## src/rtl/serial_receiver.sv

```systemverilog
// MSB-first serial-to-parallel receiver with word counter and two hex seven-segment
// glyphs of the count; a dropped valid mid-word aborts the word with a frameErr pulse.
module serial_receiver #(
    parameter int DATA_W = 8
) (
    input  logic              clk,
    input  logic              rst,
    input  logic              serIn,
    input  logic              serInValid,
    output logic [DATA_W-1:0] parOut,
    output logic              parOutValid,
    output logic              frameErr,
    output logic [7:0]        byteCount,
    output logic [6:0]        seg0,
    output logic [6:0]        seg1
);

    localparam int SW = DATA_W - 1;
    localparam int CW = $clog2(DATA_W);

    typedef enum logic {IDLE, SHIFT} state_t;

    state_t        state;
    logic [CW-1:0] bitCnt;
    // Only DATA_W-1 bits are ever held; the final bit goes straight into parOut.
    logic [SW-1:0] sh;

    always_ff @(posedge clk) begin
        if (rst) begin
            state       <= IDLE;
            bitCnt      <= '0;
            sh          <= '0;
            parOut      <= '0;
            parOutValid <= 1'b0;
            frameErr    <= 1'b0;
            byteCount   <= '0;
        end else begin
            parOutValid <= 1'b0;
            frameErr    <= 1'b0;
            case (state)
                IDLE: begin
                    if (serInValid) begin
                        sh     <= SW'(serIn);
                        bitCnt <= CW'(1);
                        state  <= SHIFT;
                    end
                end
                SHIFT: begin
                    if (serInValid) begin
                        if (bitCnt == CW'(DATA_W - 1)) begin
                            parOut      <= {sh, serIn};
                            parOutValid <= 1'b1;
                            byteCount   <= byteCount + 8'd1;
                            bitCnt      <= '0;
                            sh          <= '0;
                            state       <= IDLE;
                        end else begin
                            sh     <= SW'({sh, serIn});
                            bitCnt <= bitCnt + CW'(1);
                        end
                    end else begin
                        frameErr <= 1'b1;
                        bitCnt   <= '0;
                        sh       <= '0;
                        state    <= IDLE;
                    end
                end
            endcase
        end
    end

    function automatic logic [6:0] hex7(input logic [3:0] d);
        logic [6:0] g;
        g = 7'b1111111;
        case (d)
            4'h0: g = 7'b1000000;
            4'h1: g = 7'b1111001;
            4'h2: g = 7'b0100100;
            4'h3: g = 7'b0110000;
            4'h4: g = 7'b0011001;
            4'h5: g = 7'b0010010;
            4'h6: g = 7'b0000010;
            4'h7: g = 7'b1111000;
            4'h8: g = 7'b0000000;
            4'h9: g = 7'b0010000;
            4'hA: g = 7'b0001000;
            4'hB: g = 7'b0000011;
            4'hC: g = 7'b1000110;
            4'hD: g = 7'b0100001;
            4'hE: g = 7'b0000110;
            4'hF: g = 7'b0001110;
            default: g = 7'b1111111;
        endcase
        return g;
    endfunction

    always_comb begin
        seg0 = hex7(byteCount[3:0]);
        seg1 = hex7(byteCount[7:4]);
    end

endmodule

```

## config.mk

```make
export PLATFORM = sky130hd
export DESIGN_NAME = serial_receiver
export DESIGN_NICKNAME = d
export VERILOG_FILES = /design/src/rtl/serial_receiver.sv
export SDC_FILE = /design/constraint.sdc
export NUM_CORES = 1
export LEC_CHECK = 0
export CAP_MARGIN = 20
export CELL_PAD_IN_SITES_DETAIL_PLACEMENT = 1
export CELL_PAD_IN_SITES_GLOBAL_PLACEMENT = 1
export CORE_MARGIN = 5
export CORE_UTILIZATION = 36
export DETAILED_ROUTE_END_ITERATION = 10
export PLACE_DENSITY_LB_ADDON = 0.1
export SLEW_MARGIN = 25
export SYNTH_ARGS = -nofsm -noshare
export SYNTH_HDL_FRONTEND = slang
export SYNTH_SLANG_ARGS = --single-unit
```

## constraint.sdc

```tcl
create_clock -name clk -period 3.1 [get_ports clk]
set_input_delay 0.31 -clock clk [delete_from_list [all_inputs] [get_ports clk]]
set_output_delay 0.31 -clock clk [all_outputs]
set_load 0.005 [all_outputs]
```

==> run summary <==
Results of the flow run.

Counting both buffers and inverters, the worst setup path holds a total of 1. For this run, the slowest stage of the critical path takes 0.49 ns. Sorting the synthesized cells by area gives the leading types as sky130_fd_sc_hd__dfxtp_1, sky130_fd_sc_hd__ha_1, sky130_fd_sc_hd__mux2i_1. The per-cell via count in the routed design stands at 5.12. The pin closest to its max-slew limit shows a slew of 0.640 ns. Including well taps, the total number of placed cells is 346. The internal portion of total power stands at 0.810 mW.

The setup check on the worst reg-to-reg path leaves a slack of 0.31 ns. Before placement the cells fill 36.6% of the core. The count of antenna-violating nets left after detailed routing stands at 0. The count of unique library cells instantiated by Yosys stands at 42. In this run the worst setup path terminates at seg1[4]. The final setup TNS stands at 0 ns.

Post-synth the commonest register cell is sky130_fd_sc_hd__dfxtp_1. Of the total standard cell area in the layout, the multi-input combinational portion is 43.4%. The final layout report lists a non-clock inverter count of 9. The global routing report lists combined usage of all routing layers as 14.1%.

The proportion of synthesized chip area in sequential cells stands at 40.5%. The number of placed I/O pins stands at 36. Post-CTS repair changed the size of 0 cells. The cell family contributing the most delay on the critical path is simple AND/OR/NAND/NOR gates. The multi-input combinational cells in the finished layout cover a total of 1170 µm². sky130_fd_sc_hd__dfxtp_1 is the most common cell in the netlist.

The warning tally printed by Yosys for this design is 0. In this run the mean area of a mapped cell was 8.82 µm². Dividing total power by cell area gives a power density of 387 nW/µm². STA classifies the critical path startpoint as a flop. TritonCTS built the clock tree.

After technology mapping, the gate count stands at 241. The total power consumption of the routed design stands at 1.04 mW. The yosys cell count stands at 241. Hold analysis shows the worst path with a depth of 2. The number of nets at floorplan stands at 261.

The most critical setup path has its startpoint at bitCnt[0]. The combinational fraction of design power stands at 2.9%. The critical path goes through ha_1, ha_1, nand3_1, or4_1, a21oi_1, inv_1, ha_1, nand4_1, o22ai_1, nand2_1, a31oi_1, o31a_2. The final timing summary puts the cycle share of the worst path at 89.9%. The run finished with clean final reports. The sum of net half-perimeters after detailed placement stands at 3610 µm. In this run, synthesis produced a sequential element count of 43.

For this run, the script counts the antenna cells in the layout as 0. The flow reports that sequential cells draw 53.5% of the design power. The synthesized netlist occupies a cell area of 2130 µm². The share of final layout cell area taken by non-clock buffers stands at 15.5%. The worst hold path terminates at parOut[2]. Per the CTS log, the root buffer master is sky130_fd_sc_hd__clkbuf_8. The proportion of netlist area held by the largest area contributor stands at 40.5%. The fraction of the mapped netlist area in simple logic gates stands at 20.4%. The total overflow reported by the global router stands at 0.

The worst setup path is of the flop to flop kind. The number of clock sinks came to 43. According to the cell report, the number of logic gates is 175.

The clock passes through at most 2 buffers. The max-cap violation count stands at 0. The via count of the first global-routing pass stands at 1786.

The number of setup buffers added after CTS is 0. The largest net degree at the start of global routing stands at 22. The slowest stage of the critical path belongs to the cell sky130_fd_sc_hd__or4_1.

The worst register-to-register path has a depth of 12. Yosys shows that the main logic family after synthesis is simple AND/OR/NAND/NOR gates. Excluding fillers, the count of instances in the completed layout stands at 354.

The final timing report lists a hold violation count of 0. For reference, XOR and XNOR gates occupy 3.30% of the area reported after synthesis. In this build the clock could be raised as far as 359 MHz.

The script parses the final routing iteration and logs DRC violations as 0. The number of synthesized flops with an enable pin stands at 0. For this run, the detailed router's first-pass iteration total came to 4. The violation count after the first detailed-route iteration stands at 60. The total length of routed met3 wires stands at 193 µm. For this run, asynchronously set or reset flops after synthesis account for 0%.

The floorplan step set the die width to 86.8 µm. The worst setup path is captured at a flop. The initial antenna violation count came to 0.

The post-route report lists met1 wire length as 2450 µm. The highest supply drop recorded on VDD is 266 µV. The fraction of final layout cells with drive strength greater than 1 stands at 10.4%.

Looking at hold timing, the worst path starts from parOut[2]. Routed signal wires occupy layers up through met4. The largest total area in the synthesized netlist belongs to sky130_fd_sc_hd__dfxtp_1.

The number of clock buffers in the layout stands at 5. In the layout the commonest cells are sky130_fd_sc_hd__dfxtp_1, sky130_fd_sc_hd__clkdlybuf4s50_1, sky130_fd_sc_hd__nand2_1. Measured against the total synthesized area, the mux share comes to 5.65%. Detailed routing placed a total of 2220 µm of wire on met2. The cell row count stands at 28. The final net count stands at 298. Per the final report, max-transition violations number 0.

In this design, the critical path's most frequently occurring cell is sky130_fd_sc_hd__ha_1. The vertical die dimension stands at 86.8 µm. Summing all flip-flop and latch instances after layout gives 861 µm².

The smallest clock period supported by the final layout is computed as 2.79 ns. OpenROAD emitted warnings numbering 37. The report puts the hold buffer count at CTS at 0. CTS added clock buffers totalling 5. The first global-routing pass estimated 8460 µm of wire. In the CTS report, the clock slew at the register clock pins of the worst setup and hold paths is listed as 0.09 ns. RePlAce ended its routability-driven mode at a weighted congestion of 0.809. The worst register-to-register path ends at seg1[4].
-- stage by stage --
stage,setup slack (ns),hold slack (ns),area [µm²]
after floorplan,0.184,0.432,2130
after global placement,0.325,0.445,2570
final,0.312,0.462,2690
after global routing,0.0826,0.493,2690
after detailed placement,0.287,0.447,2570
after CTS,0.290,0.461,2690
-- state kept, by name (all words and copies together), names as in the netlist --
signal	cells
sh	7
byteCount	8
parOutValid	1
bitCnt	3
frameErr	1
state	1
parOut	8
seg1	7
seg0	7
-- power by group through the flow --
stage | sequential, mW | clock [mW] | combinational (mW)
detailed placement | 0.570 | 0 | 0.0310
finish | 0.557 | 0.454 | 0.0305
floorplan | 0.570 | 0 | 0.0177
CTS | 0.557 | 0.473 | 0.0310
global route | 0.557 | 0.499 | 0.0341
global placement | 0.570 | 0 | 0.0306
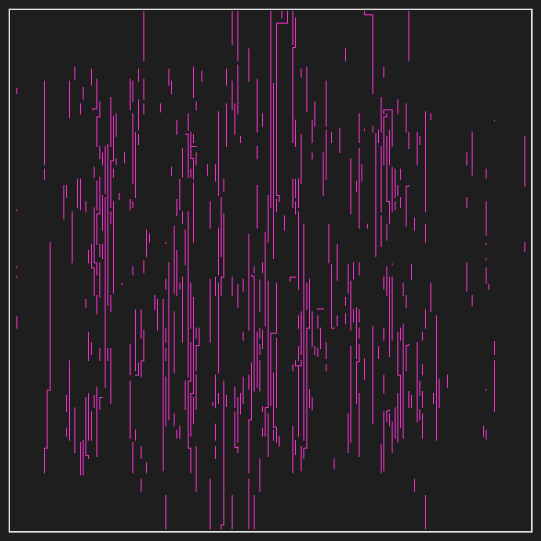
**Above:** M2 wires.
Scale: 6 px per µm.
- main direction: vertical
- share of all routed wire: 45%
met2 track demand over resource: 23.1%
overall via count from detail_route: 1811
detailed-route wire length: 4920 µm

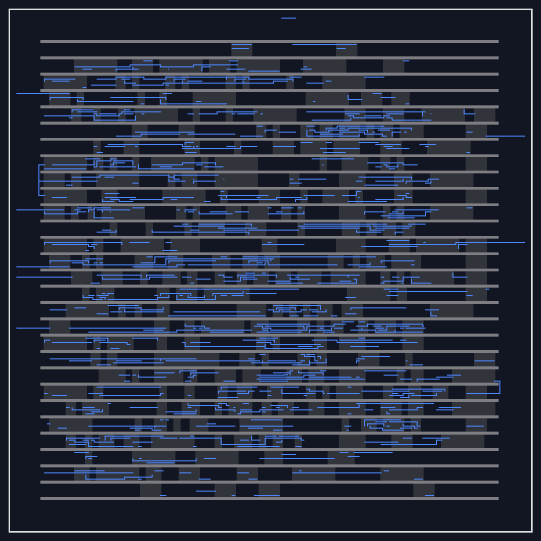
**Above:** signal wires on met1.
Scale: 6 px per µm. Supply wires on this layer in grey. Cells faint in the background.
- longest straight run: 24.4 µm
- main direction: horizontal
met1 GRT Util: 18.2%

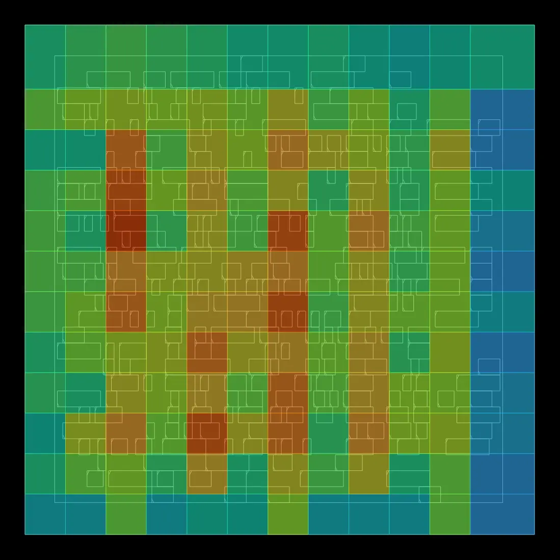
**Above:** congestion heat map.
final core utilization: 46.2%
routed wire length per instance: 13.9 µm
peak-usage layer in the global routing report: met2

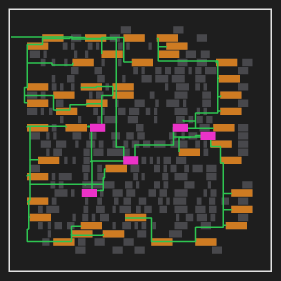
**Above:** clock wires, drivers and flops.
Scale: 3 px per µm.
- clock wires: green (length 609 µm)
- cells driving clock nets: magenta (count 5)
- flip-flops: orange (count 43)
- routed clock nets: 6
Clock power frac: 43.6%
Fin Clk Skew: 0.00939 ns
power attributed to the clock group: 0.454 mW
Worst-Skew Late Latency: 0.30 ns

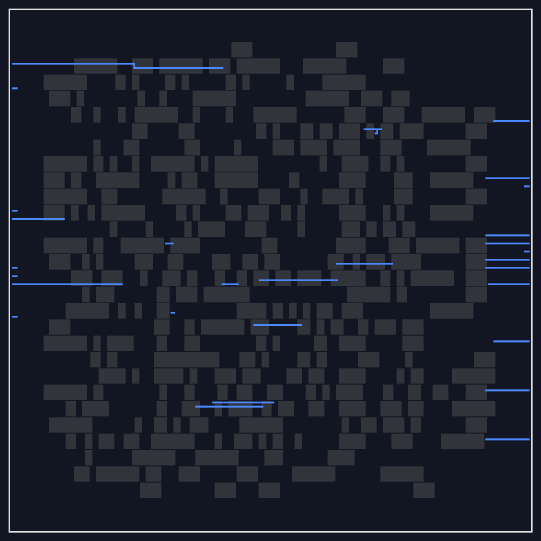
**Above:** met3 routing.
Scale: 6 px per µm. Cells faint in the background.
- wire length on this layer: 193 µm
- longest straight run: 20.2 µm
- share of all routed wire: 3.9%
Global Route met3 Usage: 3.42%

No activity file was given, so power comes from the tool's default toggle rates.
